--- config.mk ---
export PLATFORM = sky130hd
export DESIGN_NAME = checkpoint_mailbox
export DESIGN_NICKNAME = d
export VERILOG_FILES = /design/src/rtl/checkpoint_mailbox_pkg.sv /design/src/rtl/ckpt_mbox_fifo.sv /design/src/rtl/checkpoint_mailbox.sv
export SDC_FILE = /design/constraint.sdc
export NUM_CORES = 1
export LEC_CHECK = 0
export ABC_AREA = 1
export CORE_ASPECT_RATIO = 1.2
export CORE_UTILIZATION = 54
export DETAILED_ROUTE_END_ITERATION = 10
export PLACE_DENSITY = 0.83
export SLEW_MARGIN = 20
export SYNTH_ARGS = -nofsm -noshare
export SYNTH_HDL_FRONTEND = slang
export SYNTH_SLANG_ARGS = --single-unit
--- constraint.sdc ---
create_clock -name clk -period 2.75 [get_ports clk]
set_input_delay 0.4125 -clock clk [delete_from_list [all_inputs] [get_ports clk]]
set_output_delay 0.4125 -clock clk [all_outputs]
set_load 0.05 [all_outputs]
--- src/rtl/checkpoint_mailbox_pkg.sv ---
// Shared widths, register addresses and bit positions for the checkpoint mailbox.
`ifndef CHECKPOINT_MAILBOX_DEFINES
`define CHECKPOINT_MAILBOX_DEFINES
`define NIOS_DATA_WIDTH 32
`define CRC_KEY_WIDTH 4
`define CRC_KEY_SIZE 16
`define CKPT_MBOX_STATUS 2'd0
`define CKPT_MBOX_POP 2'd1
`define CKPT_MBOX_CTRL 2'd2
`endif

package checkpoint_mailbox_pkg;

  localparam int CPU_DATA_W = 32;

  // STATUS register bit positions
  localparam int STATUS_NONEMPTY  = 0;
  localparam int STATUS_FULL      = 1;
  localparam int STATUS_MALFORMED = 2;
  localparam int STATUS_IRQ_EN    = 3;
  localparam int STATUS_COUNT_LSB = 8;

  // CTRL register bit positions
  localparam int CTRL_IRQ_EN       = 0;
  localparam int CTRL_CLR_MALFORMED = 1;

  typedef enum logic [1:0] {
    REG_STATUS = `CKPT_MBOX_STATUS,
    REG_POP    = `CKPT_MBOX_POP,
    REG_CTRL   = `CKPT_MBOX_CTRL,
    REG_RSVD   = 2'd3
  } reg_addr_e;

endpackage

--- src/rtl/ckpt_mbox_fifo.sv ---
// Show-ahead FIFO holding decoded {core id, task id} checkpoint records.
module ckpt_mbox_fifo #(
  parameter int WIDTH = 8,
  parameter int DEPTH = 16
) (
  input  logic                     clk,
  input  logic                     reset,
  input  logic                     push,
  input  logic                     pop,
  input  logic [WIDTH-1:0]         data_in,
  output logic [WIDTH-1:0]         data_out,
  output logic                     empty,
  output logic                     full,
  output logic [$clog2(DEPTH):0]   count
);

  localparam int PTR_W = $clog2(DEPTH);
  localparam int CNT_W = PTR_W + 1;

  logic [WIDTH-1:0] mem [DEPTH];
  logic [PTR_W-1:0] wr_ptr;
  logic [PTR_W-1:0] rd_ptr;
  logic             do_push;
  logic             do_pop;

  assign do_push  = push && !full;
  assign do_pop   = pop && !empty;
  assign empty    = (count == '0);
  assign full     = (count == CNT_W'(DEPTH));
  assign data_out = mem[rd_ptr];

  // Pointers wrap naturally at DEPTH; count only moves when exactly one side is active.
  always_ff @(posedge clk) begin
    if (reset) begin
      wr_ptr <= '0;
      rd_ptr <= '0;
      count  <= '0;
    end else begin
      if (do_push) wr_ptr <= wr_ptr + PTR_W'(1);
      if (do_pop)  rd_ptr <= rd_ptr + PTR_W'(1);
      case ({do_push, do_pop})
        2'b10:   count <= count + CNT_W'(1);
        2'b01:   count <= count - CNT_W'(1);
        default: count <= count;
      endcase
    end
  end

  // Storage needs no reset: entries are only visible once count covers them.
  always_ff @(posedge clk) begin
    if (do_push) mem[wr_ptr] <= data_in;
  end

endmodule

--- src/rtl/checkpoint_mailbox.sv ---
// Avalon-MM mailbox: queues inbound checkpoint records and exposes them to the Nios core.
module checkpoint_mailbox
  import checkpoint_mailbox_pkg::*;
#(
  parameter int KEY_WIDTH = `CRC_KEY_WIDTH,
  parameter int DEPTH     = `CRC_KEY_SIZE
) (
  input  logic                         clk,
  input  logic                         reset,
  input  logic                         ckpt_write,
  input  logic [`NIOS_DATA_WIDTH-1:0]  ckpt_writedata,
  output logic                         ckpt_waitrequest,
  input  logic [1:0]                   cpu_address,
  input  logic                         cpu_read,
  input  logic                         cpu_write,
  input  logic [CPU_DATA_W-1:0]        cpu_writedata,
  output logic [CPU_DATA_W-1:0]        cpu_readdata,
  output logic                         irq
);

  localparam int REC_W = 2 * KEY_WIDTH;
  localparam int CNT_W = $clog2(DEPTH) + 1;

  logic             full;
  logic             empty;
  logic [CNT_W-1:0] count;
  logic [REC_W-1:0] rec_out;
  logic             accept;
  logic             marker;
  logic             push;
  logic             drop;
  logic             rd_en;
  logic             pop;
  logic             ctrl_write;
  logic             irq_en;
  logic             malformed;
  logic [CPU_DATA_W-1:0] read_word;
  logic             unused_bits;

  assign ckpt_waitrequest = full;
  assign accept     = ckpt_write && !full;
  assign marker     = ckpt_writedata[REC_W];
  assign push       = accept && marker;
  assign drop       = accept && !marker;
  assign rd_en      = cpu_read && !cpu_write;
  assign pop        = rd_en && (cpu_address == REG_POP) && !empty;
  assign ctrl_write = cpu_write && (cpu_address == REG_CTRL);
  assign unused_bits = ^{1'b0, ckpt_writedata[`NIOS_DATA_WIDTH-1:REC_W+1],
                         cpu_writedata[CPU_DATA_W-1:2]};

  ckpt_mbox_fifo #(
    .WIDTH (REC_W),
    .DEPTH (DEPTH)
  ) u_fifo (
    .clk      (clk),
    .reset    (reset),
    .push     (push),
    .pop      (pop),
    .data_in  (ckpt_writedata[REC_W-1:0]),
    .data_out (rec_out),
    .empty    (empty),
    .full     (full),
    .count    (count)
  );

  // Register read decode; a POP on an empty queue and the reserved address read as zero.
  always_comb begin
    read_word = '0;
    case (cpu_address)
      REG_STATUS: begin
        read_word[STATUS_NONEMPTY]  = !empty;
        read_word[STATUS_FULL]      = full;
        read_word[STATUS_MALFORMED] = malformed;
        read_word[STATUS_IRQ_EN]    = irq_en;
        read_word[STATUS_COUNT_LSB +: 8] = 8'(count);
      end
      REG_POP: begin
        if (!empty) begin
          read_word[REC_W]       = 1'b1;
          read_word[REC_W-1:0]   = rec_out;
        end
      end
      REG_CTRL: read_word[CTRL_IRQ_EN] = irq_en;
      default:  read_word = '0;
    endcase
  end

  // Read data, control flags and the level interrupt; a drop outranks a clear in the same cycle.
  always_ff @(posedge clk) begin
    if (reset) begin
      cpu_readdata <= '0;
      irq          <= 1'b0;
      irq_en       <= 1'b0;
      malformed    <= 1'b0;
    end else begin
      cpu_readdata <= rd_en ? read_word : '0;
      irq          <= irq_en && (count != '0);
      if (ctrl_write) irq_en <= cpu_writedata[CTRL_IRQ_EN];
      if (drop)
        malformed <= 1'b1;
      else if (ctrl_write && cpu_writedata[CTRL_CLR_MALFORMED])
        malformed <= 1'b0;
    end
  end

endmodule

**Sizing map**

The bar under the picture is 20 µm long.
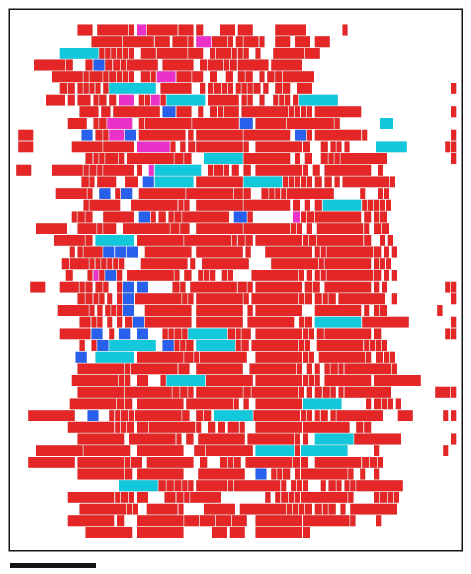
[blue] _3 and _4 cells | cells: 28 | share: 3.9%
[magenta] _2 cells | cells: 11 | share: 1.5%
[cyan] _6 and larger | cells: 24 | share: 3.3%
[red] _0 and _1 cells | cells: 658 | share: 91%
worst-case setup margin in the final layout: 0.303 ns
count of plain and timing-repair buffers in the layout: 54
Area Overhead vs Synth: 16.1%
post-route cell area: 7990 µm²

**Cells coloured by class**

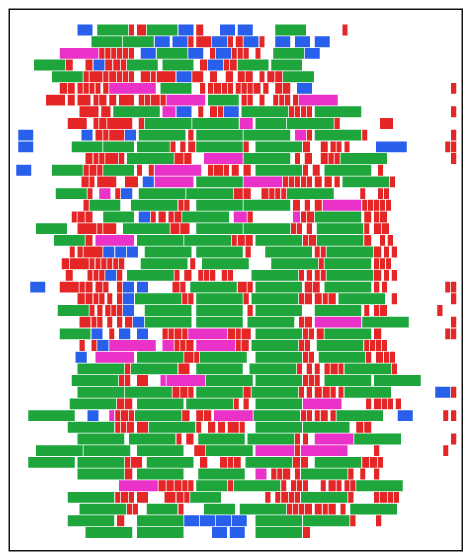
[magenta] clock drivers and dummy loads | cells: 32 | share of their area: 8.3%
[green] sequential cells | cells: 161 | share of their area: 58%
[blue] remaining buffers and delay cells | cells: 54 | share of their area: 6.4%
[red] combinational and other logic | cells: 474 | share of their area: 28%
row count: 44
final core utilization: 65.1%
standard cell core area: 12300 µm²
Seq/total area: 56.4%

==> flow.log <==
[flow] summary of implementation run
INFO  metric status = finished, final reports clean
INFO  metric netlist-cell-type-count = 29
INFO  metric post_synthesis_instance_total = 661
INFO  metric worst_r2r_path_depth = 12
INFO  metric grt.met3_usage = 5.69%
INFO  metric top_cell = nand2_1
INFO  metric antenna-diode-count = 0
INFO  metric clock-root-buffer = clkbuf_16
INFO  metric placement.io_buffers = 32
INFO  metric top_logic_kind = simple AND/OR/NAND/NOR gates
INFO  metric post-synth-top-area-fraction = 55.8%
INFO  metric num_vias = around 5k
INFO  metric met1Wirelength = 5.35 mm
INFO  metric area_share_clock_buf_inv = 8.06%
INFO  metric wl_met3 = 1.21 mm
INFO  metric route.detailed.wl_per_inst = approximately 17 µm
INFO  metric setup.reg_to_reg.worst_slack = around 0.35 ns
INFO  metric largest_register_ffs = between 100 and 150
INFO  metric yosys.area_share.adder = 1.45%
INFO  metric fin_cells = 882
INFO  metric drtPass1Iterations = 5
INFO  metric holdBufCountCts = 0
INFO  metric hold_path_end = cpu_readdata[2]
INFO  metric critPathRequiredTime = 2.34 ns
INFO  metric die-area = 13200 µm²
INFO  metric crit_end_category = output port
INFO  metric ys_async_sr_fraction = 0%
INFO  metric critPathArrivalTime = 2.03 ns
INFO  metric synth_seq_share = 65.4%
INFO  metric cts_tree = yes
INFO  metric vdd.ir_drop.worst = between 0.0006 and 0.0007 V
INFO  metric drt_iter0_markers = 491
INFO  metric power.total = around 5.5 mW
INFO  metric total_cts_buffers = 17
INFO  metric critical_path.endpoint = ckpt_waitrequest
INFO  metric seqPwrFrac = 48.3%
INFO  metric synthTopCellsByArea = edfxtp_1 (56%), dfxtp_1 (9.6%), nand2_1 (7.3%), nand3_1 (4.4%), inv_1 (4.3%)
INFO  metric synth_area = 6890 µm²
INFO  metric fill_cells = 809
INFO  metric yosys_most_used_dff = edfxtp_1
